Design vga_sync, sky130hd; sources not shown.
==> run_1/pinout.png <==
Pins as bars across the die edge, other pins in gray.
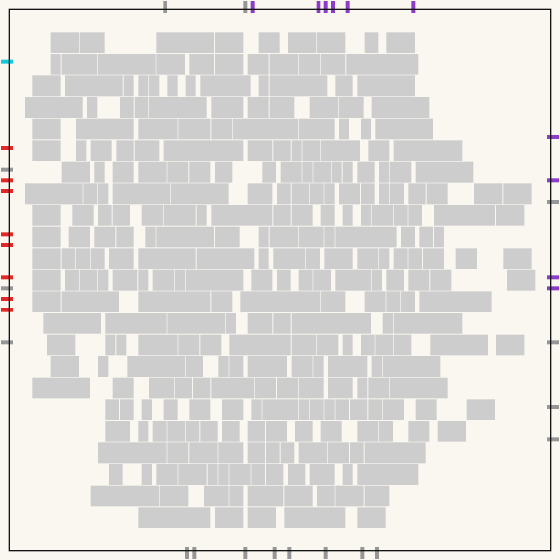
color	port	pins	direction	edge
red	frame_count	8	output	left
purple	v_counter	10	output	6 top, 4 right
cyan	clk	1	input	left
all pins by edge	12 left, 8 top, 8 bottom, 8 right
Buffers on Ports: 35
Die Y: 68.04 microns
Die X: 68.04 microns

==> run_1/util_map.png <==
The die is cut into 7 by 7 equal tiles; white is low, dark blue is high, 0 to 100% covered.
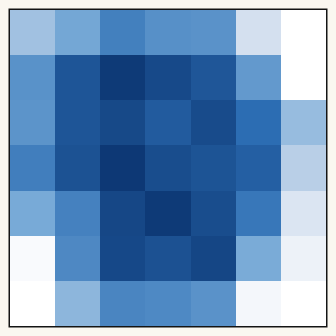
nearly empty tiles	8.2%
tiles over 75% full	41%
fullest tile	97%
starting density of the core: 49.35%
final core occ: 70.40%
core area: 0.004029 sq mm

==> run_1/m3.png <==
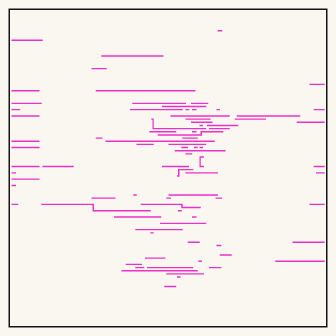
share of all routed wire	8.3%
main direction	horizontal
DR vias: 2019
routed wire length: 5586 microns

==> run_1/clock_wires.png <==
Scale bar: 20 microns.
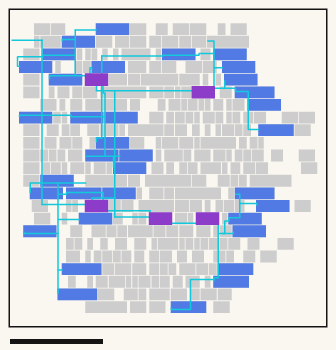
[cyan] clock wires | length: 443 microns
[blue] flip-flops | count: 35
[purple] clock-net drivers | count: 5
flops lie	all over the die
clock power share: 31.7%
Clk power: 0.000533 W
clk_lat worst skew: 290 ps

==> job_summary.md, run 1 <==
## Synthesis and layout report

| Metric | Value |
|---|---|
| Cell taking the most area after synthesis | dfxtp_1 |
| Worst reg2reg path depth | 9 |
| First-pass GRT wire length | 8231 microns |
| Synth unique cells | 51 |
| Number of enable flip-flop cells | 0 |
| Asr flop ratio synth | 0% |
| Io pins | 36 |
| Grt total ovfl | 0 |
| Avg WL per Cell | 15.96 microns |
| Worst Path Max Fanout | 5 |
| Initial DRT Pass Iterations | 5 |
| Yosys cell count | 231 |
| # setup viols final | 2 |
| Mapped Cells | 231 |
| Buf+Inv Stages, Crit Path | 0 |
| Root Buffer | clkbuf_8 |
| Placed Cells | 333 |
| Mapped Nets | 237 |
| Req. time, crit path | 2680 ps |
| Crit path DAT | 2740 ps |
| Slew Limit Headroom | 69.20% |
| Hold-fix buffers at CTS | 0 |
| Synthesized registers | 35 |
| Cts bufs inserted | 5 |
| Cell Chain, Critical Path | ha_4, nand4_1, nor4_4, and3_4, nand3_4, a2111oi_4, nand2_4, or4_1, a21oi_1 |
| Post-synth seq share | 35.24% |
| Slack of the worst reg-to-reg path | -60 ps |
| Tcrit/Tclk final | 102.3% |
| Status | complete, but fails checks |
| Failing checks | negative setup slack |
| Pwr dens | 593.2 mW/mm^2 |
| Crit start category | register |
| Filler cells | 300 |
| CTS sink cnt | 35 |
| Worst setup slack after layout | -58.11 ps |
| Critical path capture point type | register |
| Initial DRC count | 189 |
| Hold-critical path depth | 2 |
==> run 1: per-stage QoR <==
| step | instance area [sq um] | hold slack (ps) |
|---|---|---|
| CTS | 2721 | 456.9 |
| global placement | 2579 | 429.8 |
| floorplan | 2054 | 480.8 |
| detailed placement | 2579 | 444.9 |
| global route | 2836 | 477.9 |
| finish | 2836 | 460.6 |
==> run 1: cells by family after synthesis <==
logic type,count (synthesis),synth area share [%]
xor gates and xnor gates,18,7.929
DFF,35,35.24
and+or+nand+nor,104,31.09
buffers and inverters,24,7.678
muxes,2,1.007
AOI/OAI and AO/OA,44,14.54
adders and majority gates,4,2.517
==> run 1: layout make-up <==
type	instances	area share, %
timing repair buffer	75	22.94
inverter	10	1.323
clock buffer	7	4.191
sequential	35	25.45
tap	50	2.206
clock inverter	1	0.2206
multi-input combinational	172	43.67
==> run 1: Yosys cell counts (2+ instances only) <==
master,number
o21ai_0,12
buf_2,2
buf_6,2
nor3_1,6
xor2_1,11
buf_4,4
a21oi_1,13
and2_1,2
o31ai_1,3
and4bb_2,2
ha_1,4
clkbuf_8,3
or2_2,3
nand3_1,11
nand2_1,17
or3_1,6
clkbuf_1,3
and3_1,3
nor4_1,3
nor2b_1,2
a31oi_1,3
xnor2_1,7
or4_1,2
mux2i_1,2
dfxtp_1,35
inv_1,10
nand4_1,11
nor2_1,25
o21ai_1,2
==> run 1: cell usage in the layout, fill, tap and decap left out, types with 2 or more instances in the layout <==
cell type        synthesis  final
xnor2_1                  7      6
clkbuf_16                0      2
nor3_1                   6      6
a31oi_1                  3      3
o21ai_0                 12     10
inv_1                   10      9
dfxtp_1                 35     26
and2_1                   2      2
clkdlybuf4s50_1          0     35
dfxtp_2                  0      5
clkbuf_8                 3      5
or2_2                    3      3
nand3_1                 11     10
o21ai_1                  2      4
or4_1                    2      2
ha_1                     4      2
nand4_1                 11     11
nor4_4                   1      3
o31ai_1                  3      3
and4bb_2                 2      2
nor2b_1                  2      2
ha_4                     0      2
or3_1                    6      5
nand2_1                 17     17
and3_1                   3      3
buf_4                    4     40
nand3_2                  1      2
nor2_1                  25     25
a21oi_1                 13     13
xor2_1                  11     11
dfxtp_4                  0      4
==> run 1: power by group <==
| part | internal (W) | switching, W | total (W) |
|---|---|---|---|
| registers | 0.000589 | 0.0000411 | 0.000630 |
| clock network | 0.000318 | 0.000215 | 0.000533 |
| logic | 0.000238 | 0.000282 | 0.000519 |
==> run 1: worst reg2reg max path, stage by stage, from the launching register on <==
cell and delay, ps:
dfxtp_4 390, ha_4 140, nand4_1 130, nor4_4 370, and3_4 270, nand3_4 80, a2111oi_4 430, nand2_4 100
or4_1 400, a21oi_1 130
==> run 1: per-layer routing <==
| metal | global-route usage (%) | up-vias | routed length, microns |
|---|---|---|---|
| li1 | - | 959 | - |
| met5 | 0 | - | 0 |
| met2 | 37.38 | 116 | 2513 |
| met3 | 5.757 | 39 | 463 |
| met4 | 11.50 | 0 | 282 |
| met1 | 31.29 | 905 | 2327 |
==> run 1: what timing repair did <==
item | 4_1_cts | 5_1_grt
pin swaps | 2 | 12
gates resized | 2 | 16
setup endpoints to repair | 3 | 10
setup buffers | 2 | 8
==> run_1/placed.png <==
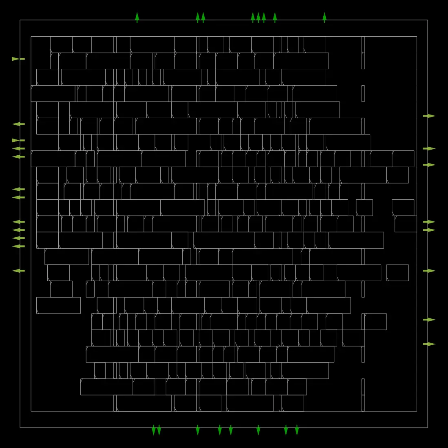

==> run 1 -> run 2 <==
Settings changed: SKIP_CTS_REPAIR_TIMING set to 1.
==> run_2/placed.png <==
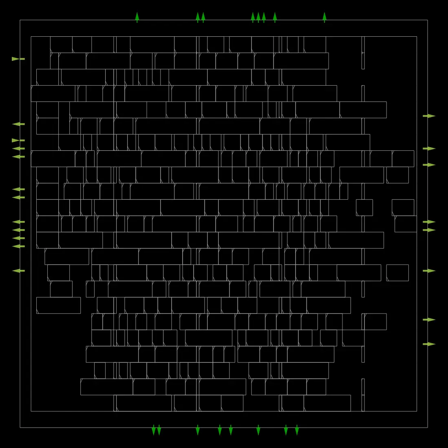
Filler cells: 297
Flop Count: 35
final core occ: 70.87%

==> run_2/m3.png <==
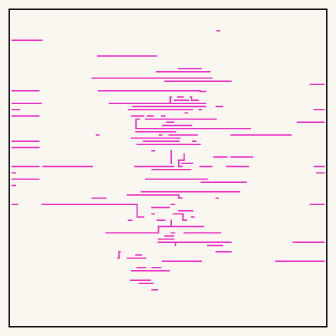
wire length on this layer	598 microns
share of all routed wire	9.6%
longest straight run	25.8 microns
main direction	horizontal
grt met3 use: 5.757%
DR vias: 2102
routed wire length: 6234 microns

==> run 2 against run 1 <==
Against the previous run:
- the flow still finishes with violations (negative setup slack)
- critical path depth is 1 higher
- register-to-register slack about the same
- worst setup slack gained 6.1 ps
- global-route usage decreased by 0.17 points
- synthesized cell count unchanged
- clock-buffer cell count is the same
- hold slack hardly changed
- non-clock buffer count rose by 1
- critical endpoint is now vsync$_SDFF_PN1_
==> job_summary.md, run 2 <==
## Synthesis and layout report

| Metric | Value |
|---|---|
| Avg WL per Cell | 17.76 microns (+11%) |
| Status | complete, but fails checks |
| Mapped Nets | 237 (unchanged) |
| Worst Path Max Fanout | 7 (+2) |
| Core area | 0.004029 sq mm (unchanged) |
| Failing checks | negative setup slack |
| Mapped Cells | 231 (unchanged) |
| Yosys cell count | 231 (unchanged) |
| Count leader, synth | dfxtp_1 |
| Post-synth seq share | 35.24% (unchanged) |
| Slew Limit Headroom | 74.42% (+5.2 points) |
| CTS sink cnt | 35 (unchanged) |
| Synthesized registers | 35 (unchanged) |
| Die Y | 68.04 microns (unchanged) |
| Asr flop ratio synth | 0% (unchanged) |
| Worst setup slack after layout | -52.06 ps (+6.058 ps) |
| Buffers on Ports | 35 (unchanged) |
| Commonest cells after routing, fill and taps aside | buf_4, clkdlybuf4s50_1, dfxtp_1 |
| First-pass GRT wire length | 8155 microns (-0.92%) |
| Cell taking the most area after synthesis | dfxtp_1 |
| Commonest Layout Cell | buf_4 |
| Most frequent cells after synthesis | dfxtp_1, nor2_1, nand2_1 |
| Initial DRC count | 415 (+120%) |
| Cts bufs inserted | 5 (unchanged) |
| Initial DRT Pass Iterations | 11 (+6) |
| # setup viols final | 2 (unchanged) |
| Pwr dens | 600.3 mW/mm^2 (+1.2%) |
| Die X | 68.04 microns (unchanged) |
| Hold-critical path depth | 2 (unchanged) |
==> run 2: cell counts after synthesis <==
Identical to the previous run, type by type.
==> run 2: layer usage <==
| layer | wire length (microns) | GRT usage (%) | vias to the layer above |
|---|---|---|---|
| met1 | 2509 | 30.88 | 953 |
| met5 | 0 | 0 | - |
| met3 | 597 | 5.757 | 42 |
| li1 | - | - | 962 |
| met4 | 361 | 11.50 | 0 |
| met2 | 2765 | 37.26 | 145 |
==> run 2: kinds of logic (layout without fill, tap and decap cells) <==
family	after synthesis	in the layout	synth area share (%)
AND-OR/OR-AND	44	44	14.54
XOR/XNOR	18	18	7.929
adder cells (fa/ha/maj)	4	4	2.517
buffers and inverters	24	94	7.678
flip-flops	35	35	35.24
multiplexers	2	2	1.007
AND/OR/NAND/NOR	104	104	31.09
==> run 2: final cells by class <==
cell class	instances	area, sq um	area share, %
multi-input combinational	172	1247	43.69
clock inverter	1	6.256	0.2191
inverter	10	37.54	1.315
timing repair buffer	76	661.9	23.18
tap	50	62.56	2.191
clock buffer	7	118.9	4.163
sequential	35	720.7	25.24
==> run 2: per-stage QoR <==
stage,TNS (ps),std cells
floorplan,-52.45,231
global placement,-7.859,333
detailed placement,-27.78,333
CTS,-90.27,341
global route,-924.1,351
finish,-98.08,351
==> run 2: critical path, cell delays in order (launching register included) <==
cell and delay [ps]:
dfxtp_4 400, ha_4 140, nand4_1 130, nor4_4 340, and3_4 280, buf_4 120
buf_4 130, xnor2_4 90, nor4_4 250, nand2_1 110, or4_1 390
==> run 2: power by group <==
part	switching [W]	internal, W
sequential	0.0000451	0.000588
combinational	0.000299	0.000245
clock	0.000219	0.000318
total	0.000563	0.00115
Power is estimated from default activity; no workload was simulated.
